==> src/rtl/vend_pkg.sv <==
// Shared types and defaults for the vending controller.
package vend_pkg;

    localparam int CREDIT_W = 8;

    localparam logic [CREDIT_W-1:0] PRICE_G1_DEF    = 8'd5;
    localparam logic [CREDIT_W-1:0] PRICE_G2_DEF    = 8'd10;
    localparam int                  DISP_CYCLES_DEF = 4;

    typedef enum logic [2:0] {
        ST_IDLE     = 3'd0,
        ST_READY    = 3'd1,
        ST_DEBIT    = 3'd2,
        ST_SETTLE   = 3'd3,
        ST_DISPENSE = 3'd4,
        ST_CHANGE   = 3'd5
    } state_t;

    // Counter increment that sticks at all-ones instead of wrapping.
    function automatic logic [CREDIT_W-1:0] sat_inc(input logic [CREDIT_W-1:0] v);
        return (v == 8'hFF) ? v : v + 8'd1;
    endfunction

endpackage

==> src/rtl/edge_rise.sv <==
// Rising-edge detector for a level button; stays quiet for the first
// cycle after reset so a button already held does not look like a press.
module edge_rise (
    input  logic clk,
    input  logic rst,
    input  logic level,
    output logic rise
);

    logic prev_r;
    logic armed_r;

    // Capture the previous level and arm once a real sample has been taken.
    always_ff @(posedge clk or negedge rst) begin
        if (!rst) begin
            prev_r  <= 1'b0;
            armed_r <= 1'b0;
        end else begin
            prev_r  <= level;
            armed_r <= 1'b1;
        end
    end

    assign rise = armed_r & level & ~prev_r;

endmodule

==> src/rtl/vend_controller.sv <==
// Vending session controller: selection, debit, timed dispense and change
// return against the credit reported by the coin collector.
module vend_controller
    import vend_pkg::*;
#(
    parameter logic [CREDIT_W-1:0] PRICE_G1    = PRICE_G1_DEF,
    parameter logic [CREDIT_W-1:0] PRICE_G2    = PRICE_G2_DEF,
    parameter int                  DISP_CYCLES = DISP_CYCLES_DEF
) (
    input  logic                clk,
    input  logic                rst,
    input  logic [CREDIT_W-1:0] amount_value,
    input  logic                op_start,
    input  logic                sel_g1,
    input  logic                sel_g2,
    input  logic                done_btn,
    output logic                g1_bought,
    output logic                g2_bought,
    output logic                dispense_g1,
    output logic                dispense_g2,
    output logic                cancel_req,
    output logic [CREDIT_W-1:0] change_amt,
    output logic                change_valid,
    output logic                err_insufficient,
    output logic                busy,
    output logic [CREDIT_W-1:0] vend_count
);

    localparam logic [7:0] DISP_LAST = 8'(DISP_CYCLES - 1);

    state_t     state_r;
    logic       good_r;       // 0 selects good 1, 1 selects good 2
    logic       pending_r;
    logic [7:0] cnt_r;
    logic       sel1_s;
    logic       sel2_s;
    logic       done_s;
    logic       pending_s;

    edge_rise u_edge_g1   (.clk(clk), .rst(rst), .level(sel_g1),   .rise(sel1_s));
    edge_rise u_edge_g2   (.clk(clk), .rst(rst), .level(sel_g2),   .rise(sel2_s));
    edge_rise u_edge_done (.clk(clk), .rst(rst), .level(done_btn), .rise(done_s));

    assign pending_s = pending_r | done_s;

    // Session FSM with all outputs registered; strobes default low each cycle.
    always_ff @(posedge clk or negedge rst) begin
        if (!rst) begin
            state_r          <= ST_IDLE;
            good_r           <= 1'b0;
            pending_r        <= 1'b0;
            cnt_r            <= 8'd0;
            g1_bought        <= 1'b0;
            g2_bought        <= 1'b0;
            dispense_g1      <= 1'b0;
            dispense_g2      <= 1'b0;
            cancel_req       <= 1'b0;
            change_amt       <= 8'd0;
            change_valid     <= 1'b0;
            err_insufficient <= 1'b0;
            busy             <= 1'b0;
            vend_count       <= 8'd0;
        end else begin
            g1_bought        <= 1'b0;
            g2_bought        <= 1'b0;
            cancel_req       <= 1'b0;
            change_amt       <= 8'd0;
            change_valid     <= 1'b0;
            err_insufficient <= 1'b0;
            case (state_r)
                ST_IDLE: begin
                    if (op_start && (amount_value != 8'd0)) begin
                        state_r <= ST_READY;
                    end else begin
                        state_r <= ST_IDLE;
                    end
                    busy <= 1'b0;
                end
                ST_READY: begin
                    if (done_s) begin
                        state_r      <= ST_CHANGE;
                        busy         <= 1'b1;
                        change_valid <= 1'b1;
                        change_amt   <= amount_value;
                        cancel_req   <= 1'b1;
                    end else if (sel1_s && sel2_s) begin
                        state_r <= ST_READY;
                    end else if (sel1_s) begin
                        if (amount_value >= PRICE_G1) begin
                            state_r   <= ST_DEBIT;
                            good_r    <= 1'b0;
                            g1_bought <= 1'b1;
                            busy      <= 1'b1;
                        end else begin
                            err_insufficient <= 1'b1;
                        end
                    end else if (sel2_s) begin
                        if (amount_value >= PRICE_G2) begin
                            state_r   <= ST_DEBIT;
                            good_r    <= 1'b1;
                            g2_bought <= 1'b1;
                            busy      <= 1'b1;
                        end else begin
                            err_insufficient <= 1'b1;
                        end
                    end else if (!op_start) begin
                        state_r <= ST_IDLE;
                    end else begin
                        state_r <= ST_READY;
                    end
                end
                ST_DEBIT: begin
                    state_r   <= ST_SETTLE;
                    pending_r <= pending_s;
                end
                ST_SETTLE: begin
                    state_r     <= ST_DISPENSE;
                    pending_r   <= pending_s;
                    cnt_r       <= 8'd0;
                    dispense_g1 <= ~good_r;
                    dispense_g2 <= good_r;
                end
                ST_DISPENSE: begin
                    pending_r <= pending_s;
                    if (cnt_r == DISP_LAST) begin
                        dispense_g1 <= 1'b0;
                        dispense_g2 <= 1'b0;
                        vend_count  <= sat_inc(vend_count);
                        if (pending_s) begin
                            state_r      <= ST_CHANGE;
                            change_valid <= 1'b1;
                            change_amt   <= amount_value;
                            cancel_req   <= 1'b1;
                        end else if (!op_start || (amount_value == 8'd0)) begin
                            state_r <= ST_IDLE;
                            busy    <= 1'b0;
                        end else begin
                            state_r <= ST_READY;
                            busy    <= 1'b0;
                        end
                    end else begin
                        cnt_r <= cnt_r + 8'd1;
                    end
                end
                ST_CHANGE: begin
                    state_r   <= ST_IDLE;
                    pending_r <= 1'b0;
                    busy      <= 1'b0;
                end
                default: begin
                    state_r     <= ST_IDLE;
                    pending_r   <= 1'b0;
                    dispense_g1 <= 1'b0;
                    dispense_g2 <= 1'b0;
                    busy        <= 1'b0;
                end
            endcase
        end
    end

endmodule

==> config.mk <==
export PLATFORM = sky130hd
export DESIGN_NAME = vend_controller
export DESIGN_NICKNAME = d
export VERILOG_FILES = /design/src/rtl/vend_pkg.sv /design/src/rtl/edge_rise.sv /design/src/rtl/vend_controller.sv
export SDC_FILE = /design/constraint.sdc
export NUM_CORES = 1
export LEC_CHECK = 0
export ABC_CLOCK_PERIOD_IN_PS = 4800
export CORE_MARGIN = 4
export CORE_UTILIZATION = 35
export CTS_CLUSTER_SIZE = 10
export DETAILED_ROUTE_END_ITERATION = 8
export GPL_TIMING_DRIVEN = 0
export HOLD_SLACK_MARGIN = 0.05
export PLACE_DENSITY = 0.63
export SKIP_LAST_GASP = 1
export SYNTH_ARGS = -nofsm -noshare
export SYNTH_HDL_FRONTEND = slang
export SYNTH_HIERARCHICAL = 1
export SYNTH_SLANG_ARGS = --single-unit
==> constraint.sdc <==
create_clock -name clk -period 4.8 [get_ports clk]
set_clock_uncertainty 0.2 [all_clocks]
set_input_delay 0.48 -clock clk [delete_from_list [all_inputs] [get_ports clk]]
set_output_delay 0.48 -clock clk [all_outputs]
set_load 0.01 [all_outputs]
==> out/metrics.yaml <==
critical_path:
  crit_path_max_fanout: 8
  r2r_end: "busy"
  cp_num_buf_inv: 2
  critical-path-max-stage-delay_ns: 0.47
  cp-end-kind: "register"
  cp.arrival_ns: 2.56
  worstSetupStartpointType: "input pin"
worst_hold_path:
  min_path_type: "register to register"
  worstHoldPathCells: 1
  whs_endpoint: "vend_count[5]"
grt:
  antenna_found_initial: 0
cts:
  root_buffer: "clkbuf_8"
  path_clk_slew_ns: 0.08
  htree_num_levels: 2
yosys:
  fp_nets: 202
  yosysUniqueCellTypes: 44
  ys_cells: 183
  yosys_warnings: 6
  ys_ff: 42
  top_cell_area_share: 0.527
finish:
  final.fill_count: 512
  finalNetCount: 248
  final_layout_size_suffix_gt1_frac: 0.0961
timing:
  fin_tns_setup_ns: 0
  max_freq_ghz: 0.387
  setup_viol: 0
power_and_ir_drop:
  p_sw_frac: 0.332
  p_comb_frac: 0.344
  seq_power_share: 0.449
  p_switching_uw: 339
job:
  openroad.warnings: 28
die:
  ios: 38
  dieArea_mm2: 0.00697
placed_design:
  post_dp_cell_area_mm2: 0.00248
status:
  status: "complete, no violations"
## state kept, by name, indices dropped and copies added (netlist names), 3 cells and up
signal / count
cnt_r: 8
state_r: 3
vend_count: 8
change_amt: 8
## cell usage after synthesis (all sizes together), types with 3 or more instances
cell   number
dfrtp      42
a21oi       5
nand3       8
o21ai      11
and2        8
xor2        7
nand4       7
a22o        5
nand2      15
nor4        3
conb        3
and3        5
and3b       3
a31oi       4
xnor2       6
nor3        4
inv         5
ha          5
nor2       15
## power groups by stage
stage / sequential [mW] / combinational, mW / clock, mW
final: 0.458 / 0.351 / 0.212
after global routing: 0.467 / 0.388 / 0.238
after CTS: 0.459 / 0.354 / 0.226
after detailed placement: 0.466 / 0.351 / 0
after global placement: 0.465 / 0.346 / 0
after floorplan: 0.469 / 0.220 / 0
## cell type report
cell class              count  area [um^2]  area share
plain buffers               4         37.5      0.0146
clock buffers               5         68.8      0.0268
clock inverters             2         10.0     0.00390
inverters                   5         18.8     0.00732
multi-input cells         132          886       0.345
flip-flops and latches     42         1050       0.410
well taps                  72         90.1      0.0351
repair buffers             39          403       0.157
## metal layers
layer / GRT usage / routed length [um]
met5: 0 / 0
met4: 0.0497 / 42
met3: 0.0286 / 183
met2: 0.179 / 1810
met1: 0.154 / 1780
## kinds of logic (layout without fill, tap and decap cells)
| group | Yosys count | in the layout | share of synthesized area |
|---|---|---|---|
| AND/OR/NAND/NOR | 77 | 77 | 0.220 |
| flip-flops | 42 | 42 | 0.527 |
| AND-OR/OR-AND | 32 | 32 | 0.117 |
| XOR/XNOR | 13 | 13 | 0.0571 |
| buffers and inverters | 9 | 55 | 0.0282 |
| adder cells (fa/ha/maj) | 5 | 5 | 0.0314 |
| other | 3 | 3 | 0.00565 |
| multiplexers | 2 | 2 | 0.0132 |
## metrics by stage
stage                     total power [mW]  utilization  cells  hold WS [ns]
after floorplan                      0.689            -    183       -0.0156
after global placement               0.811        0.446    292         0.280
after detailed placement             0.817        0.450    293         0.270
after CTS                             1.04        0.466    301         0.298
after global routing                  1.09        0.466    301         0.324
final                                 1.02        0.466    301         0.295
## worst max path at each step
stage	to	slack, ns	cells after the start
2_1_floorplan	busy	2.58	5
3_3_place_gp	busy	1.94	8
3_5_place_dp	busy	1.93	8
4_1_cts	busy	2.23	8
5_1_grt	busy	2.11	8
6_report	busy	2.22	8
## worst register-to-register path, stage by stage (launching register included)
cell      delay [ns]
dfrtp_1         0.36
and3b_1         0.36
inv_1           0.15
ha_1            0.22
nor2_1          0.17
o21ai_0         0.15
a221oi_2        0.28
mux2_4          0.32
## timing repair
| action | in CTS | in global routing |
|---|---|---|
| hold buffers | 1 | 0 |
| hold endpoints to repair | 19 | 0 |
| gates resized | 0 | 0 |
| setup buffers | 0 | 0 |
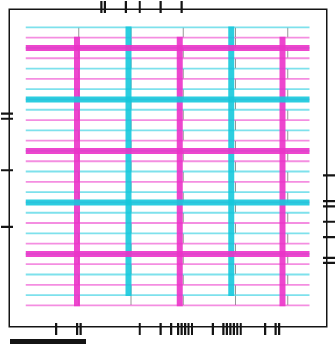
*Floorplan with the power grid*
The bar under the picture is 20 um long. Pins as bars on the die edge. Tap cells in gray.
VDD -> cyan
VSS -> magenta
signal pins = 38
met4 straps = 5
rows = 27
met1 rails = 28
Die W: 83.5 um
core area: 0.00551 mm^2
IR drop worst, VDD: 0.000228 V
die y size: 83.5 um

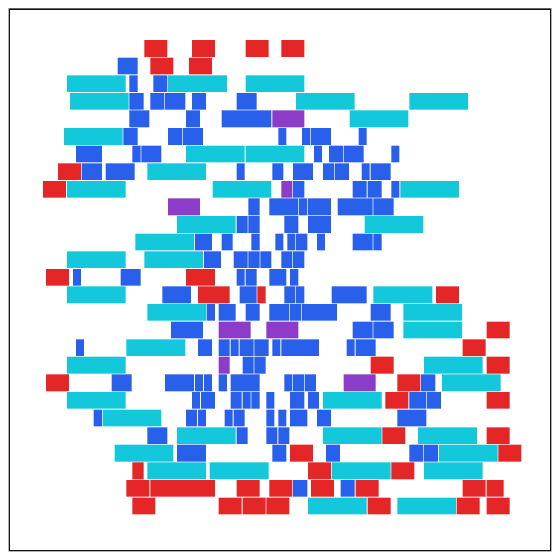
*Placed cells, one color a class*
combinational and other logic -> blue  # cells 137, share of their area 37%
other buffers and delay cells -> red  # cells 43, share of their area 18%
flops -> cyan  # cells 42, share of their area 42%
clock drivers and dummy loads -> purple  # cells 7, share of their area 3.2%
fin util: 0.466
Cell Rows: 27
flop share of the area: 0.410
Final Instance Area: 0.00256 mm^2

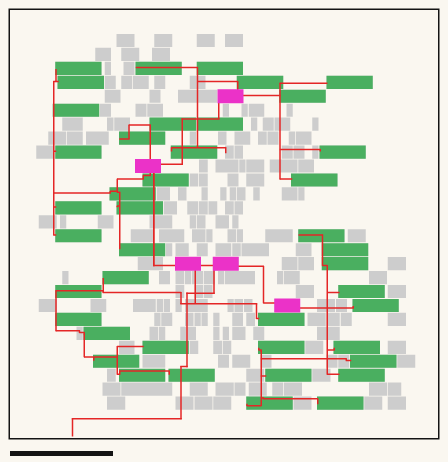
*Routed clock nets over the placement*
The bar under the picture is 20 um long.
flip-flops -> green  # count 42
clock drivers -> magenta  # count 5
clock wires -> red  # length 527 um
routed clock nets = 6
flops lie = widely spread
Clock net power: 212 uW
Late-Pin Clk Latency: 0.29 ns
Clock power frac: 0.208

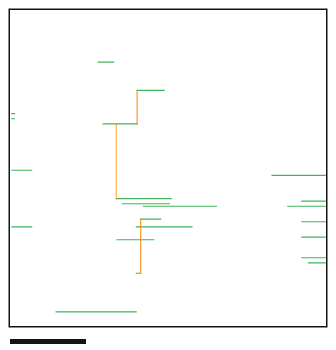
*Signal wires by layer*
The bar under the picture is 20 um long. Two of the layers only.
metal 3 -> green  # wire length 184 um
metal 4 -> orange  # wire length 42.8 um
Post-Route WL: 3820 um
Avg WL per Cell: 12.7 um
total vias in the final route: 1,451
total track usage: 0.116

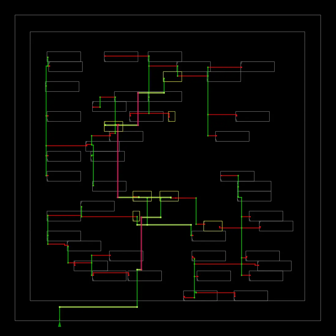
*The clock network*
Sink Count: 42
CTS Buf Count: 5
# clk buffers: 5

Power and IR drop assume default switching activity.
